### src/rtl/dst_writeback_pkg.sv
// Shared constants for the destination write-back path: widths, opcodes,
// destination classes, SPRF indices and the FSM state type.
package dst_writeback_pkg;

  localparam int DST_W       = 9;
  localparam int OPR_W       = 5;
  localparam int DMEMADDRW   = 6;
  localparam int DATA_W      = 64;
  localparam int ALU_TIMEOUT = 255;

  localparam int IDX_W = DST_W - 3;
  localparam int CNT_W = $clog2(ALU_TIMEOUT + 1);

  localparam logic [OPR_W-1:0] OP_MOV = 5'd1;
  localparam logic [OPR_W-1:0] OP_JMP = 5'd16;
  localparam logic [OPR_W-1:0] OP_JRE = 5'd17;

  localparam logic [2:0] CLS_GPR     = 3'b000;
  localparam logic [2:0] CLS_RAM     = 3'b001;
  localparam logic [2:0] CLS_RMOD    = 3'b100;
  localparam logic [2:0] CLS_RAM_IND = 3'b101;

  localparam logic [IDX_W-1:0] IDX_SPRF0 = 6'd32;
  localparam logic [IDX_W-1:0] IDX_SPRF1 = 6'd33;

  typedef enum logic [1:0] {
    ST_IDLE,
    ST_WAIT_ALU,
    ST_WRITE,
    ST_REDIRECT
  } wb_state_e;

  function automatic logic is_alu_op(input logic [OPR_W-1:0] op);
    return op inside {5'd2, 5'd3, 5'd4, 5'd5, 5'd6, 5'd8, 5'd9, 5'd10, 5'd11, 5'd12};
  endfunction

endpackage

### src/rtl/dst_writeback_if.sv
// Issue-stage handshake carrying one (opcode, destination) pair plus the
// operands that must be captured at accept time.
interface dst_writeback_if;
  import dst_writeback_pkg::*;

  logic              issue_valid;
  logic              issue_ready;
  logic [OPR_W-1:0]  opr_code;
  logic [DST_W-1:0]  dst_code;
  logic [DATA_W-1:0] mov_data;
  logic              jre_eq;

  modport master (
    output issue_valid, opr_code, dst_code, mov_data, jre_eq,
    input  issue_ready
  );

  modport slave (
    input  issue_valid, opr_code, dst_code, mov_data, jre_eq,
    output issue_ready
  );

endinterface

### src/rtl/dst_writeback_wb_target_dec.sv
// Combinational destination decoder: turns an opcode/destination pair into
// the write enables, RAM address and an illegal-destination flag.
module dst_writeback_wb_target_dec
  import dst_writeback_pkg::*;
(
  input  logic [OPR_W-1:0]     opr,
  input  logic [DST_W-1:0]     dst,
  input  logic [DMEMADDRW-1:0] sprf0_val,
  input  logic [DMEMADDRW-1:0] sprf1_val,
  output logic [7:0]           gprf_we,
  output logic                 rmod_we,
  output logic                 dram_we,
  output logic [DMEMADDRW-1:0] dram_addr,
  output logic                 illegal
);

  logic [2:0]       cls;
  logic [IDX_W-1:0] idx;
  logic             idx_is_gpr;

  assign cls        = dst[DST_W-1:DST_W-3];
  assign idx        = dst[IDX_W-1:0];
  assign idx_is_gpr = (idx[IDX_W-1:3] == '0);

  // Only MOV looks at the class; ALU results always target the GPRF.
  always_comb begin
    gprf_we   = '0;
    rmod_we   = 1'b0;
    dram_we   = 1'b0;
    dram_addr = '0;
    illegal   = 1'b0;
    if (opr == OP_MOV) begin
      case (cls)
        CLS_GPR: begin
          if (idx_is_gpr) gprf_we[idx[2:0]] = 1'b1;
          else            illegal = 1'b1;
        end
        CLS_RAM: begin
          dram_we   = 1'b1;
          dram_addr = idx[DMEMADDRW-1:0];
        end
        CLS_RMOD: rmod_we = 1'b1;
        CLS_RAM_IND: begin
          if (idx == IDX_SPRF0) begin
            dram_we   = 1'b1;
            dram_addr = sprf0_val;
          end else if (idx == IDX_SPRF1) begin
            dram_we   = 1'b1;
            dram_addr = sprf1_val;
          end else begin
            illegal = 1'b1;
          end
        end
        default: illegal = 1'b1;
      endcase
    end else begin
      if (idx_is_gpr) gprf_we[idx[2:0]] = 1'b1;
      else            illegal = 1'b1;
    end
  end

endmodule

### src/rtl/dst_writeback.sv
// Destination write-back FSM: accepts issued instructions, waits for the ALU
// under a watchdog, then drives one cycle of write strobes or a PC redirect.
module dst_writeback
  import dst_writeback_pkg::*;
(
  input  logic                 clk,
  input  logic                 rst,
  dst_writeback_if.slave       issue,
  input  logic                 alu_done,
  input  logic [DATA_W-1:0]    alu_result,
  input  logic [DMEMADDRW-1:0] sprf0_val,
  input  logic [DMEMADDRW-1:0] sprf1_val,
  output logic [7:0]           gprf_we,
  output logic                 rmod_we,
  output logic [DATA_W-1:0]    wb_data,
  output logic                 dram_en_b,
  output logic                 dram_rw,
  output logic [DMEMADDRW-1:0] dram_addr,
  output logic                 pc_redirect,
  output logic [DST_W-1:0]     pc_target,
  output logic                 err_timeout,
  output logic                 err_dst
);

  wb_state_e         state_q, state_d;
  logic [CNT_W-1:0]  cnt_q, cnt_d;
  logic [OPR_W-1:0]  opr_q, opr_d;
  logic [DST_W-1:0]  dst_q, dst_d;
  logic [DATA_W-1:0] data_q, data_d;
  logic              strobe_go, redirect_go, timeout_go;

  logic [7:0]           dec_gprf_we;
  logic                 dec_rmod_we;
  logic                 dec_dram_we;
  logic [DMEMADDRW-1:0] dec_dram_addr;
  logic                 dec_illegal;

  // Decoding the next-cycle opcode lets the strobes register on the edge
  // that enters WRITE, so they are visible for exactly the WRITE cycle.
  dst_writeback_wb_target_dec u_dec (
    .opr       (opr_d),
    .dst       (dst_d),
    .sprf0_val (sprf0_val),
    .sprf1_val (sprf1_val),
    .gprf_we   (dec_gprf_we),
    .rmod_we   (dec_rmod_we),
    .dram_we   (dec_dram_we),
    .dram_addr (dec_dram_addr),
    .illegal   (dec_illegal)
  );

  always_ff @(posedge clk) begin
    if (rst) begin
      state_q <= ST_IDLE;
      cnt_q   <= '0;
      opr_q   <= '0;
      dst_q   <= '0;
      data_q  <= '0;
    end else begin
      state_q <= state_d;
      cnt_q   <= cnt_d;
      opr_q   <= opr_d;
      dst_q   <= dst_d;
      data_q  <= data_d;
    end
  end

  // alu_done is checked before the watchdog so a result on the last allowed
  // cycle still gets written.
  always_comb begin
    state_d     = state_q;
    cnt_d       = cnt_q;
    opr_d       = opr_q;
    dst_d       = dst_q;
    data_d      = data_q;
    strobe_go   = 1'b0;
    redirect_go = 1'b0;
    timeout_go  = 1'b0;
    case (state_q)
      ST_IDLE: begin
        if (issue.issue_valid) begin
          opr_d  = issue.opr_code;
          dst_d  = issue.dst_code;
          data_d = issue.mov_data;
          cnt_d  = '0;
          if (issue.opr_code == OP_MOV) begin
            state_d   = ST_WRITE;
            strobe_go = 1'b1;
          end else if (is_alu_op(issue.opr_code)) begin
            state_d = ST_WAIT_ALU;
          end else if ((issue.opr_code == OP_JMP) ||
                       ((issue.opr_code == OP_JRE) && issue.jre_eq)) begin
            state_d     = ST_REDIRECT;
            redirect_go = 1'b1;
          end
        end
      end
      ST_WAIT_ALU: begin
        if (alu_done) begin
          data_d    = alu_result;
          state_d   = ST_WRITE;
          strobe_go = 1'b1;
        end else if (cnt_q == CNT_W'(ALU_TIMEOUT)) begin
          state_d    = ST_IDLE;
          timeout_go = 1'b1;
        end else begin
          cnt_d = cnt_q + CNT_W'(1);
        end
      end
      default: state_d = ST_IDLE;
    endcase
  end

  always_ff @(posedge clk) begin
    if (rst) begin
      gprf_we           <= '0;
      rmod_we           <= 1'b0;
      wb_data           <= '0;
      dram_en_b         <= 1'b1;
      dram_rw           <= 1'b1;
      dram_addr         <= '0;
      pc_redirect       <= 1'b0;
      pc_target         <= '0;
      err_timeout       <= 1'b0;
      err_dst           <= 1'b0;
      issue.issue_ready <= 1'b1;
    end else begin
      gprf_we           <= strobe_go ? dec_gprf_we : 8'h00;
      rmod_we           <= strobe_go & dec_rmod_we;
      dram_en_b         <= ~(strobe_go & dec_dram_we);
      dram_rw           <= ~(strobe_go & dec_dram_we);
      pc_redirect       <= redirect_go;
      issue.issue_ready <= (state_d == ST_IDLE);
      if (strobe_go) wb_data <= data_d;
      if (strobe_go && dec_dram_we) dram_addr <= dec_dram_addr;
      if (redirect_go) pc_target <= dst_d;
      if (timeout_go) err_timeout <= 1'b1;
      if (strobe_go && dec_illegal) err_dst <= 1'b1;
    end
  end

endmodule

### src/flat_wrapper.sv
// flat-port wrapper written by rule: the top's interface ports become plain ports
module dst_writeback_flat import dst_writeback_pkg::*;
  (clk, rst, alu_done, alu_result, sprf0_val, sprf1_val, gprf_we, rmod_we, wb_data, dram_en_b, dram_rw, dram_addr, pc_redirect, pc_target, err_timeout, err_dst, issue_issue_valid, issue_opr_code, issue_dst_code, issue_mov_data, issue_jre_eq, issue_issue_ready);
  dst_writeback_if issue_i ();
  input  logic clk;
  input  logic rst;
  input  logic alu_done;
  input  logic [DATA_W-1:0] alu_result;
  input  logic [DMEMADDRW-1:0] sprf0_val;
  input  logic [DMEMADDRW-1:0] sprf1_val;
  output logic [7:0] gprf_we;
  output logic rmod_we;
  output logic [DATA_W-1:0] wb_data;
  output logic dram_en_b;
  output logic dram_rw;
  output logic [DMEMADDRW-1:0] dram_addr;
  output logic pc_redirect;
  output logic [DST_W-1:0] pc_target;
  output logic err_timeout;
  output logic err_dst;
  input wire logic [$bits(issue_i.issue_valid)-1:0] issue_issue_valid;
  input wire logic [$bits(issue_i.opr_code)-1:0] issue_opr_code;
  input wire logic [$bits(issue_i.dst_code)-1:0] issue_dst_code;
  input wire logic [$bits(issue_i.mov_data)-1:0] issue_mov_data;
  input wire logic [$bits(issue_i.jre_eq)-1:0] issue_jre_eq;
  output wire logic [$bits(issue_i.issue_ready)-1:0] issue_issue_ready;
  assign issue_i.issue_valid = issue_issue_valid;
  assign issue_i.opr_code = issue_opr_code;
  assign issue_i.dst_code = issue_dst_code;
  assign issue_i.mov_data = issue_mov_data;
  assign issue_i.jre_eq = issue_jre_eq;
  assign issue_issue_ready = issue_i.issue_ready;
  dst_writeback u_core (.clk(clk), .rst(rst), .issue(issue_i), .alu_done(alu_done), .alu_result(alu_result), .sprf0_val(sprf0_val), .sprf1_val(sprf1_val), .gprf_we(gprf_we), .rmod_we(rmod_we), .wb_data(wb_data), .dram_en_b(dram_en_b), .dram_rw(dram_rw), .dram_addr(dram_addr), .pc_redirect(pc_redirect), .pc_target(pc_target), .err_timeout(err_timeout), .err_dst(err_dst));
endmodule
### config.mk
export PLATFORM = sky130hd
export DESIGN_NAME = dst_writeback_flat
export DESIGN_NICKNAME = d
export VERILOG_FILES = /design/src/rtl/dst_writeback_pkg.sv /design/src/rtl/dst_writeback_if.sv /design/src/rtl/dst_writeback_wb_target_dec.sv /design/src/rtl/dst_writeback.sv /design/src/flat_wrapper.sv
export SDC_FILE = /design/constraint.sdc
export NUM_CORES = 1
export LEC_CHECK = 0
export CAP_MARGIN = 20
export CORE_MARGIN = 1
export CORE_UTILIZATION = 40
export DETAILED_ROUTE_END_ITERATION = 10
export GPL_ROUTABILITY_DRIVEN = 0
export PLACE_DENSITY_LB_ADDON = 0.1
export SLEW_MARGIN = 10
export SYNTH_ARGS = -nofsm -noshare
export SYNTH_HDL_FRONTEND = slang
export SYNTH_SLANG_ARGS = --single-unit
export TNS_END_PERCENT = 5
### constraint.sdc
create_clock -name clk -period 3.05 [get_ports clk]
set_clock_uncertainty 0.2 [all_clocks]
set_input_delay 0.4575 -clock clk [delete_from_list [all_inputs] [get_ports clk]]
set_output_delay 0.4575 -clock clk [all_outputs]
set_load 0.02 [all_outputs]
Figure 1. Local utilization (run 1).
Scale bar: 50 um. The die is cut into 13 by 13 equal tiles; dark blue is low, red is high, 0 to 100% covered.
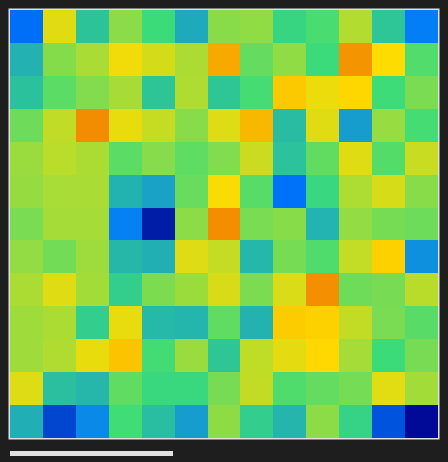
tiles over 75% full	7.7%
mean over tiles	57%
fullest tile	84%

Figure 2. Cell classes on the final placement (run 1).
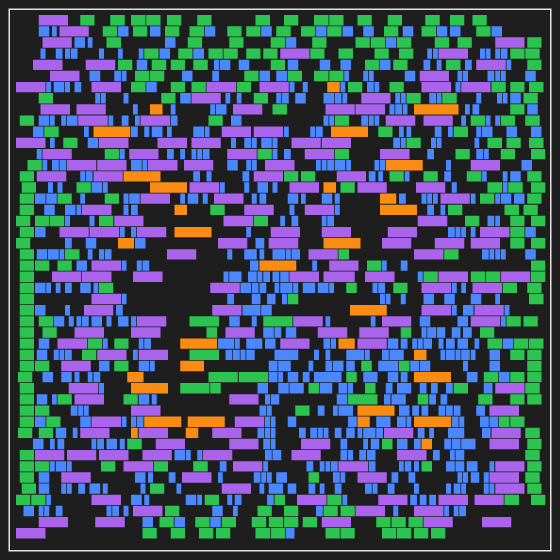
color	class	cells	share of their area
green	remaining buffers and delay cells	275	28%
orange	clock drivers and dummy loads	32	6.0%
blue	combinational and other logic	609	33%
purple	sequential cells	160	33%

Figure 3. Cell sizes after repair (run 1).
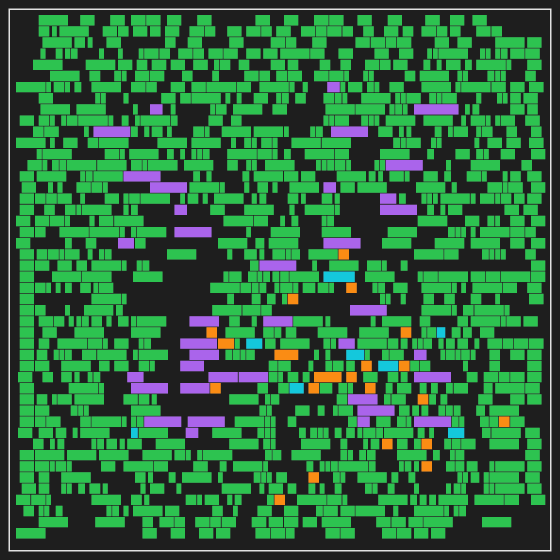
color	size	cells	share
orange	_3 and _4 cells	21	2.0%
purple	_6 and larger	37	3.4%
cyan	_2 cells	8	0.74%
green	_0 and _1 cells	1010	94%

Figure 4. Track usage over the die (run 1).
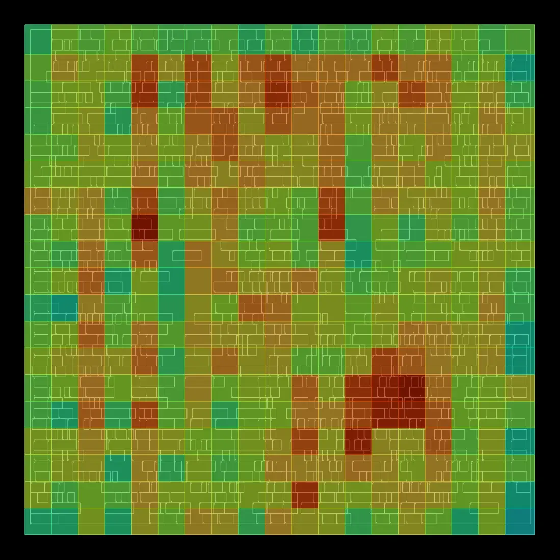
wire per inst: 14.6 um
Global Route met1 Usage: 27.7%

[run 1: flip-flops by register name, indices dropped and copies added, names as in the netlist, 2 cells and up]
signal / flops
u_core.gprf_we: 8
u_core.dst_q: 9
u_core.wb_data: 64
u_core.cnt_q: 8
u_core.data_q: 43
u_core.pc_target: 9
u_core.state_q: 2
u_core.opr_q: 5
u_core.dram_addr: 6
[run 1: logic make-up (layout without fill, tap and decap cells)]
kind of cell	count (synthesis)	in the layout	synth area share (%)
xor+xnor	5	5	0.651
flops	160	160	47.6
mux	8	8	1.28
simple gates	346	346	22.2
compound gates	236	236	22.7
buf+inv	85	319	5.19
fa+ha+maj	2	2	0.335
[run 1: final cells by class]
cell class	count	area, um2	area share, %
Sequential cell	160	3200	31.8
Multi-Input combinational cell	597	3200	31.7
Timing Repair Buffer	275	2780	27.6
Clock buffer	17	425	4.22
Tap cell	220	275	2.73
Clock inverter	15	165	1.64
Inverter	12	45.0	0.446
[run 1: synthesized netlist by cell type, types with 2 or more instances]
cell	n
inv_1	12
xnor2_1	3
nand4_1	3
clkbuf_1	52
a21oi_1	93
xor2_1	2
or3_1	3
o211ai_1	2
or4_1	3
a21o_1	2
buf_1	9
and3_1	7
nor3b_1	2
nor3_1	13
a22oi_1	71
buf_2	9
nor2_1	186
mux2i_1	5
nor2b_1	7
dfxtp_1	160
nand2b_1	8
nor4_1	6
o21ai_0	2
mux2_2	2
o21ai_1	3
nand3_1	18
nand3b_1	4
nand2_1	80
buf_6	2
a31oi_1	5
a211oi_1	54
[run 1: where the power goes]
part           switching, mW  total (mW)  internal, mW
Combinational          0.447       0.891         0.444
Clock                  0.955        2.13          1.17
Sequential            0.0493        2.24          2.19
Total                   1.45        5.26          3.81
==> deck_impl_summary.md, run 1 <==
Implementation Results

STA
  • Worst hold margin: 0.250 ns
  • Final setup violation count: 0
  • Worst slew pin tran: 0.729 ns
  • Max-slew violations: 0
  • Setup TNS: 0 ns
  • RSZ-0062 raised after global routing: false
  • Final worst setup slack: 0.530 ns
  • F_max: 397 MHz
  • Cycle use final: 82.6%

Hold path
  • WHS Path Cells: 2
  • HP Class: reg -> reg
  • Worst Hold End: u_core.wb_data[37]
  • Hold_sp: u_core.wb_data[37]

Clock tree
  • Count of cells resized by post-cts repair: 0
  • CTS buffer count: 17
  • Post-cts hold buffer count: 0
  • CTS H-tree lvls: 4
  • Clk sinks: 160
  • Total setup buffers inserted after CTS: 0
  • Clock tree buffer depth: 2
  • Clock slew at reported path FFs: 0.07 ns
  • CTS tree: done
  • Clk Tree Root Cell: clkbuf_16
  • Insertion Delay late pin: 0.41 ns

Cells and area
  • Final Cell Area: 10100 um2
  • Share of cells above drive strength 1: 6.13%
  • Util after Layout: 61.1%
  • Final cell count without fillers: 1296
  • # fillers: 1515
  • Nets: 1223
  • Synthesis-to-layout area growth: 50.0%

Synth
  • Avg Cell Area, Syn: 7.99 um2
  • Top-area cell type share of the netlist area: 47.6%
  • Fraction of registers with async set/reset: 0%
  • Post-Syn Instances: 842
  • Yosys top cell by area: dfxtp_1
  • Floorplan net count: 1002
  • Syn. warnings: 0
  • Cell Type Count: 45
  • Ys flops: 160
  • Post-synth EDFFs: 0
  • Top cells by area: dfxtp_1 48%, nor2_1 10%, a22oi_1 7.9%
  • Synth Cell Area: 6730 um2

Drt
  • Antenna Nets Post-Route: 0
  • Total number of vias: 6609
  • Met3 WL post-DR: 1.07 mm
  • Vias/cell: 5.10
  • Starting DRT DRC Count: 391
  • WL final: 18.9 mm
  • DRT met1 WL: 8.69 mm
  • Met2 WL post-DR: 8.88 mm

Floorplanning
  • FP Util: 40.7%
  • Core footprint: 16500 um2
  • Die footprint: 17300 um2

Setup path
  • Slowest CP cell: mux2i_1
  • R2r startpoint: u_core.state_q[0]
  • CP Depth: 8
  • Crit path cell chain: clkdlybuf4s50_1 -> or3b_1 -> buf_4 -> mux2i_1 -> a22oi_1 -> nor2_1 -> nor4_1 -> a211oi_1
  • Worst R2R End: u_core.dram_addr[4]
  • Minimum setup slack among reg-to-reg paths: 0.53 ns
  • Startpoint class of the critical path: input pin
  • Critical Path RT: 3.18 ns
  • CP peak stage delay: 0.49 ns
  • Crit path from: issue_issue_valid
  • CP Capture Type: flip-flop
  • Crit path to: u_core.dram_addr[4]
  • Crit path DAT: 2.65 ns
  • Worst R2R Path Depth: 7
  • CP Buf/Inv Count: 2
  • Crit Path Max Fanout: 8

Global route
  • Largest net degree at the start of global routing: 82
  • Vias in the first global route: 6320
  • Gr busiest metal: met2
  • Overall Global Routing Usage: 22.0%
  • Routing usage on met2: 36.9%

Power and ir drop
  • Leak: 3.66 nW
  • VDD IR max: 0.365 mV

Placed design
  • DPL Wire Length: 12.8 mm
  • Post-placement worst setup slack: 0.111 ns
  • Placed insts: 1264
  • I/O Buffers: 252

Run status
  • Status: finished clean

Flow run
  • Max Cap Viol: 0
  • Tool Warnings: 26
==> run 2: changes to the inputs <==
==> constraint.sdc (replaced) <==
create_clock -name clk -period 2.05 [get_ports clk]
set_clock_uncertainty 0.2 [all_clocks]
set_input_delay 0.3075 -clock clk [delete_from_list [all_inputs] [get_ports clk]]
set_output_delay 0.3075 -clock clk [all_outputs]
set_load 0.02 [all_outputs]
Figure 5. Cell sizes after repair (run 2).
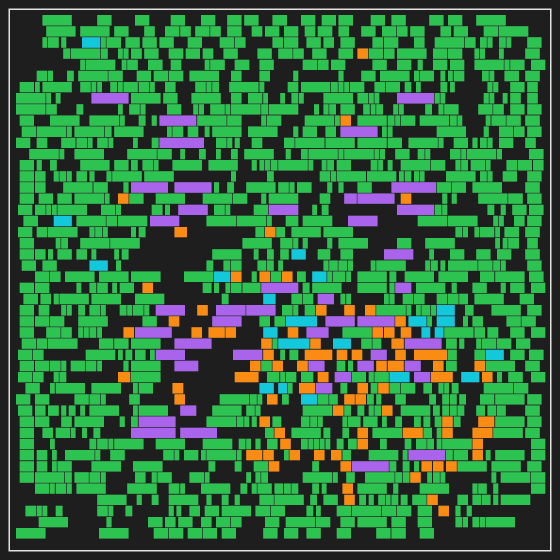
color	size	cells	share
green	_0 and _1 cells	986	87%
purple	_6 and larger	45	4.0%
orange	_3 and _4 cells	82	7.2%
cyan	_2 cells	22	1.9%

==> deck_impl_summary.md, run 2 <==
Implementation Results

Power and ir drop
  • Register share of total power: 40.8% (-1.8 points)
  • Clk pwr share: 40.8% (+0.4 points)
  • Leak: 4.01 nW (+9.3%)
  • Sw Ratio: 26.4% (-1.2 points)
  • Sw Pwr: 2.16 mW (+49%)

Synth
  • Fraction of registers with async set/reset: 0% (unchanged)
  • Cell Type Count: 45 (unchanged)
  • Top-area cell type share of the netlist area: 47.6% (unchanged)
  • Syn. warnings: 0 (unchanged)
  • Compound Share, Synth: 22.7% (unchanged)
  • FA/HA/MAJ Cells, Area Fraction: 0.335% (unchanged)
  • Avg Cell Area, Syn: 7.99 um2 (unchanged)
  • Synth Cell Area: 6730 um2 (unchanged)
  • And+or+nand+nor area frac: 22.2% (unchanged)
  • Multiplexer share of the synthesized area: 1.28% (unchanged)

Cells and area
  • Final cell count without fillers: 1355 (+4.6%)
  • Final Cell Area: 10800 um2 (+6.9%)
  • Share of cells above drive strength 1: 13.1% (+7.0 points)
  • Biggest regs: u_core.wb_data x64, u_core.data_q x43
  • # fillers: 1460 (-3.6%)
  • CLK BUF: 17 (unchanged)
  • Signal buf overhead: 30.8% (+3.2 points)
  • Num sequential: 160 (unchanged)
  • Area of the multi-input gates: 3320 um2 (+3.8%)
  • Fraction of area in registers: 29.7% (-2.0 points)
  • Non-clk invs: 12 (unchanged)
  • Largest register by flop count: u_core.wb_data
  • Logic Gate Count: 597 (unchanged)
  • Max reg flops: 64 (unchanged)

STA
  • Final setup violation count: 15 (+15)
  • Setup TNS: -0.931 ns (-0.931 ns)
  • Cycle use final: 106%
  • Final worst setup slack: -0.125 ns (-0.655 ns)
  • Worst hold margin: 0.216 ns (-0.0332 ns)
  • Max-slew violations: 0 (unchanged)

Setup path
  • R2r startpoint: u_core.state_q[1]
  • CP Capture Type: flip-flop
  • Minimum setup slack among reg-to-reg paths: -0.12 ns (-0.65 ns)
  • Worst R2R Path Depth: 6 (-1)

Run status
  • Status: complete, but fails checks
  • Failing checks: setup timing

Floorplanning
  • FP Util: 40.7% (unchanged)
  • Tap Cells: 220 (unchanged)
  • Core footprint: 16500 um2 (unchanged)

Drt
  • Antenna Nets Post-Route: 0 (unchanged)
  • Vias/cell: 5.04 (-1.1%)
  • WL final: 19.5 mm (+3.5%)

Clock tree
  • CTS buffer count: 17 (unchanged)
  • CTS H-tree lvls: 4 (unchanged)
  • Clock tree buffer depth: 2 (unchanged)
  • CTS tree: done

Placed design
  • I/O Buffers: 252 (unchanged)
  • Post-placement worst setup slack: -0.662 ns (-0.773 ns)
  • Placed insts: 1319 (+4.4%)

Hold path
  • Worst Hold End: u_core.data_q[4]

Global route
  • Largest net degree at the start of global routing: 92 (+12%)
Figure 6. Track usage over the die (run 2).
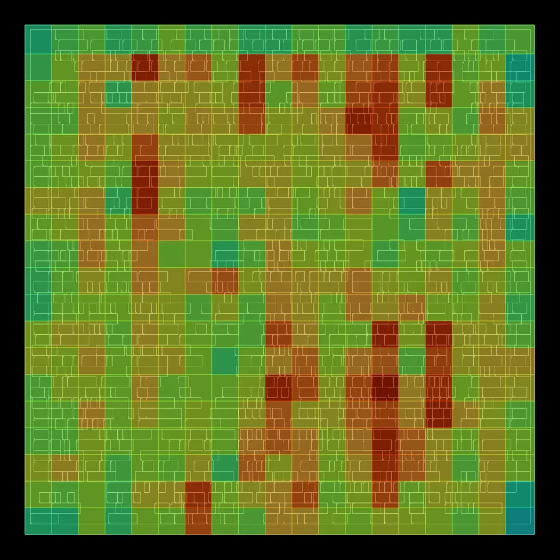
GR met3 Demand/Resource: 5.94%
Global Route met1 Usage: 28.9%
routing usage on met2: 37.7%
wire per inst: 14.4 um

run 2: what timing repair did:
item	4_1_cts	5_1_grt
pin swaps	4	12
setup buffers	3	1
endpoints found under the hold margin	0	0
setup endpoints to repair	57	67
gates resized	11	26
run 2: worst max-delay path by stage:
| stage | startpoint | end | slack, ns | cells past startpoint |
|---|---|---|---|---|
| after CTS | u_core.state_q[0] | u_core.dram_addr[4] | -0.12 | 7 |
| after global routing | u_core.state_q[1] | u_core.dram_addr[0] | -0.22 | 7 |
| final | u_core.state_q[1] | u_core.dram_addr[4] | -0.12 | 6 |
| after detailed placement | issue_issue_valid | u_core.dram_addr[5] | -0.66 | 8 |
| after global placement | issue_issue_valid | u_core.dram_addr[4] | -0.61 | 7 |
| after floorplan | u_core.state_q[1] | u_core.dram_addr[0] | -0.08 | 8 |
run 2: layer usage:
layer  wire [um]  part of all wire [%]  global-route usage, %  up-vias
li1            -                     -                      -     3501
met1        8860                    45                   28.9     3110
met2        9220                    47                   37.7      204
met3        1160                   6.0                   5.94       18
met4         285                   1.5                   7.43        0
met5           0                     0                      0        -
run 2: critical path, cell delays in order, from the launching register on:
cell      delay (ns)
dfxtp_2         0.33
or3b_4          0.44
mux2i_1         0.15
or4_4           0.60
nor2_1          0.15
nor4_2          0.06
a211oi_1        0.15
run 2: power by group through the flow:
stage	clock network (mW)	logic [mW]	registers, mW
final	3.33	1.50	3.33
after CTS	3.40	1.48	3.33
after global placement	0	1.45	3.39
after floorplan	0	0.614	3.47
after detailed placement	0	1.46	3.40
after global routing	3.54	1.64	3.34
run 2: logic make-up after synthesis:
family | Yosys count
flip-flops | 160
buffers and inverters | 85
AND-OR/OR-AND | 236
adder cells (fa/ha/maj) | 2
XOR/XNOR | 5
multiplexers | 8
AND/OR/NAND/NOR | 346
==> run 3: changes to the inputs <==
--- a/config.mk
+++ b/config.mk
@@ -5,12 +5,15 @@
 export SDC_FILE = /design/constraint.sdc
 export NUM_CORES = 1
 export LEC_CHECK = 0
+export ABC_CLOCK_PERIOD_IN_PS = 2050
 export CAP_MARGIN = 20
 export CORE_MARGIN = 1
 export CORE_UTILIZATION = 40
 export DETAILED_ROUTE_END_ITERATION = 10
 export GPL_ROUTABILITY_DRIVEN = 0
 export PLACE_DENSITY_LB_ADDON = 0.1
+export SETUP_SLACK_MARGIN = 0.4
+export SKIP_LAST_GASP = 1
 export SLEW_MARGIN = 10
 export SYNTH_ARGS = -nofsm -noshare
 export SYNTH_HDL_FRONTEND = slang
Figure 7. Track usage over the die (run 3).
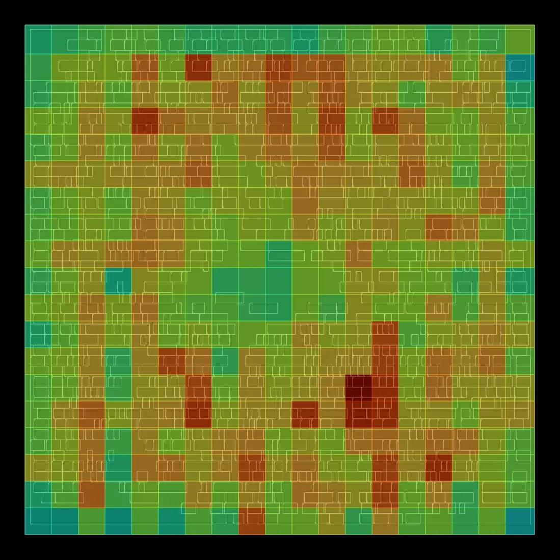
Util after Layout: 64.6%
GR met3 Demand/Resource: 6.02%

==> deck_impl_summary.md, run 3 <==
Implementation Results

Setup path
  • Minimum setup slack among reg-to-reg paths: -0.09 ns (+0.04 ns)
  • CP Buf/Inv Count: 0 (unchanged)
  • CP Depth: 6 (unchanged)
  • Crit path to: u_core.dram_addr[5]
  • Crit path from: u_core.state_q[1]
  • R2r startpoint: u_core.state_q[1]
  • Slowest CP cell: or4_4
  • Worst R2R Path Depth: 6 (unchanged)
  • CP peak stage delay: 0.59 ns (about the same)

Synth
  • Syn. warnings: 0 (unchanged)
  • And+or+nand+nor area frac: 22.2% (unchanged)
  • Cell Type Count: 45 (unchanged)
  • Fraction of registers with async set/reset: 0% (unchanged)
  • Top-area cell type share of the netlist area: 47.6% (unchanged)
  • FA/HA/MAJ Cells, Area Fraction: 0.335% (unchanged)

Cells and area
  • Biggest regs: u_core.wb_data x64, u_core.data_q x43
  • Final cell count without fillers: 1353 (-0.15%)
  • Max reg flops: 64 (unchanged)
  • Share of cells above drive strength 1: 12.1% (-1.0 points)
  • # fillers: 1467 (+0.48%)
  • Largest register by flop count: u_core.wb_data

Drt
  • Vias/cell: 5.09 (+0.98%)
  • WL final: 19.6 mm (+0.30%)
  • Wire per inst: 14.5 um (+0.45%)
  • Antenna Nets Post-Route: 0 (unchanged)

Clock tree
  • CTS buffer count: 17 (unchanged)
  • CTS H-tree lvls: 4 (unchanged)
  • CTS tree: done

Placed design
  • Placed insts: 1319 (unchanged)
  • Post-placement worst setup slack: -0.736 ns (-0.0740 ns)

STA
  • Final worst setup slack: -0.0863 ns (+0.0385 ns)
  • Cycle use final: 104% (-1.9 points)
  • Setup TNS: -0.647 ns (+0.284 ns)
  • Final setup violation count: 17 (+2)
  • Worst hold margin: 0.195 ns (-0.0214 ns)

Power and ir drop
  • Sw Pwr: 2.01 mW (-7.1%)
  • Register share of total power: 42.3% (+1.5 points)
  • Leak: 4.00 nW (-0.26%)

Floorplanning
  • Core footprint: 16500 um2 (unchanged)
  • FP Util: 40.7% (unchanged)

Run status
  • Status: complete, but fails checks
  • Failing checks: setup timing

Hold path
  • Worst Hold End: u_core.pc_target[6]

Global route
  • Largest net degree at the start of global routing: 78 (-15%)
Figure 8. Local utilization (run 3).
Scale bar: 50 um. The die is cut into 13 by 13 equal tiles; dark blue is low, red is high, 0 to 100% covered.
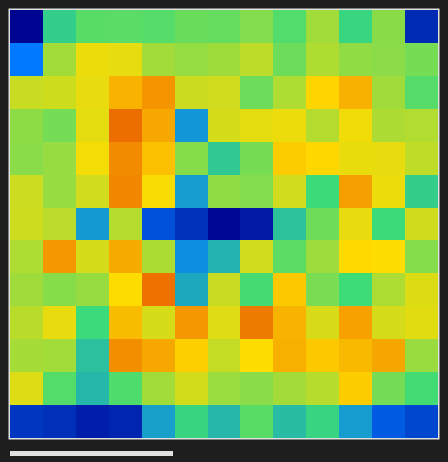
fullest tile	88%
tiles over 75% full	18%
nearly empty tiles	1.2%
mean over tiles	60%

[run 3: cell counts after synthesis]
No cell type changed its count.
[run 3: area by class of cell]
type                    instances  area [um2]  area share [%]
repair buffers                333        3300            30.9
multi-input cells             597        3270            30.7
flip-flops and latches        160        3210            30.1
clock buffers                  21         460            4.32
well taps                     220         275            2.58
clock inverters                10         110            1.03
inverters                      12        45.0           0.422
[run 3: kinds of logic after synthesis]
family,count (synthesis)
AND-OR/OR-AND,236
XOR/XNOR,5
adder cells (fa/ha/maj),2
buffers and inverters,85
flip-flops,160
multiplexers,8
AND/OR/NAND/NOR,346
[run 3: repair_timing]
item | in CTS | in global routing
setup buffers | 3 | 0
resized | 19 | 5
endpoints found under the setup margin | 240 | 242
pin swaps | 10 | 8
endpoints found under the hold margin | 0 | 0
[run 3: through the flow]
stage | instance area [um2] | power (mW)
5_1_grt | 10700 | 8.22
3_5_place_dp | 9980 | 4.84
2_1_floorplan | 6770 | 4.09
3_3_place_gp | 9980 | 4.83
4_1_cts | 10600 | 7.94
6_report | 10700 | 7.88
[run 3: per-layer routing]
metal | up-vias | share of wire, % | global-route usage, %
met5 | - | 0 | 0
met4 | 0 | 1.3 | 6.91
met3 | 20 | 6.7 | 6.02
met2 | 213 | 49 | 37.5
met1 | 3165 | 43 | 28.4
li1 | 3492 | - | -
[run 3: power by group through the flow]
stage | Combinational, mW | Sequential [mW] | Clock (mW)
floorplan | 0.621 | 3.47 | 0
global placement | 1.44 | 3.39 | 0
detailed placement | 1.45 | 3.40 | 0
CTS | 1.48 | 3.33 | 3.13
global route | 1.62 | 3.35 | 3.26
finish | 1.48 | 3.33 | 3.07

## Gallery

Wire density map.
Scale bar: 50 um. The die is cut into 26 by 26 equal tiles; dark blue is low, red is high, scaled to the fullest tile. Values are wire area over tile area, all layers added.
picture 1
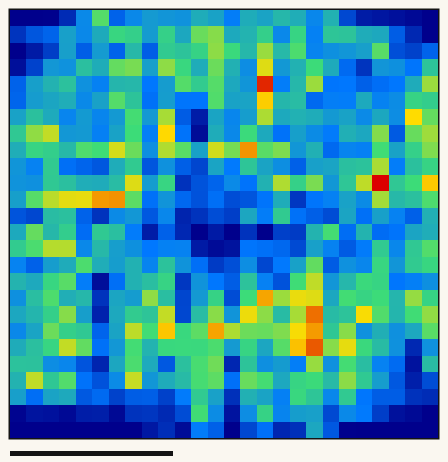
picture 2
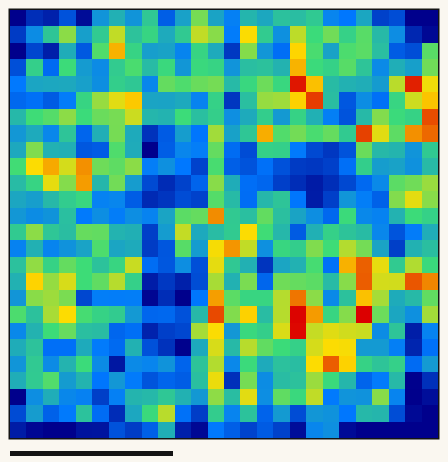
picture 3
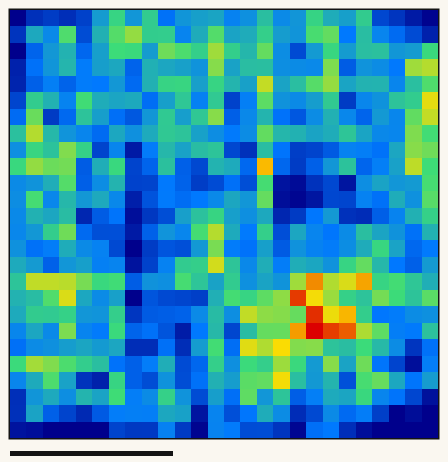
For run 1, see picture 3.
For run 2, see picture 2.
For run 3, see picture 1.

Key to picture 3:
mean over tiles	0.17
fullest tile	0.51
tiles over half the peak	16%
nearly empty tiles	2.7%

Power figures rest on the tool's default switching activity, not on a simulated workload.
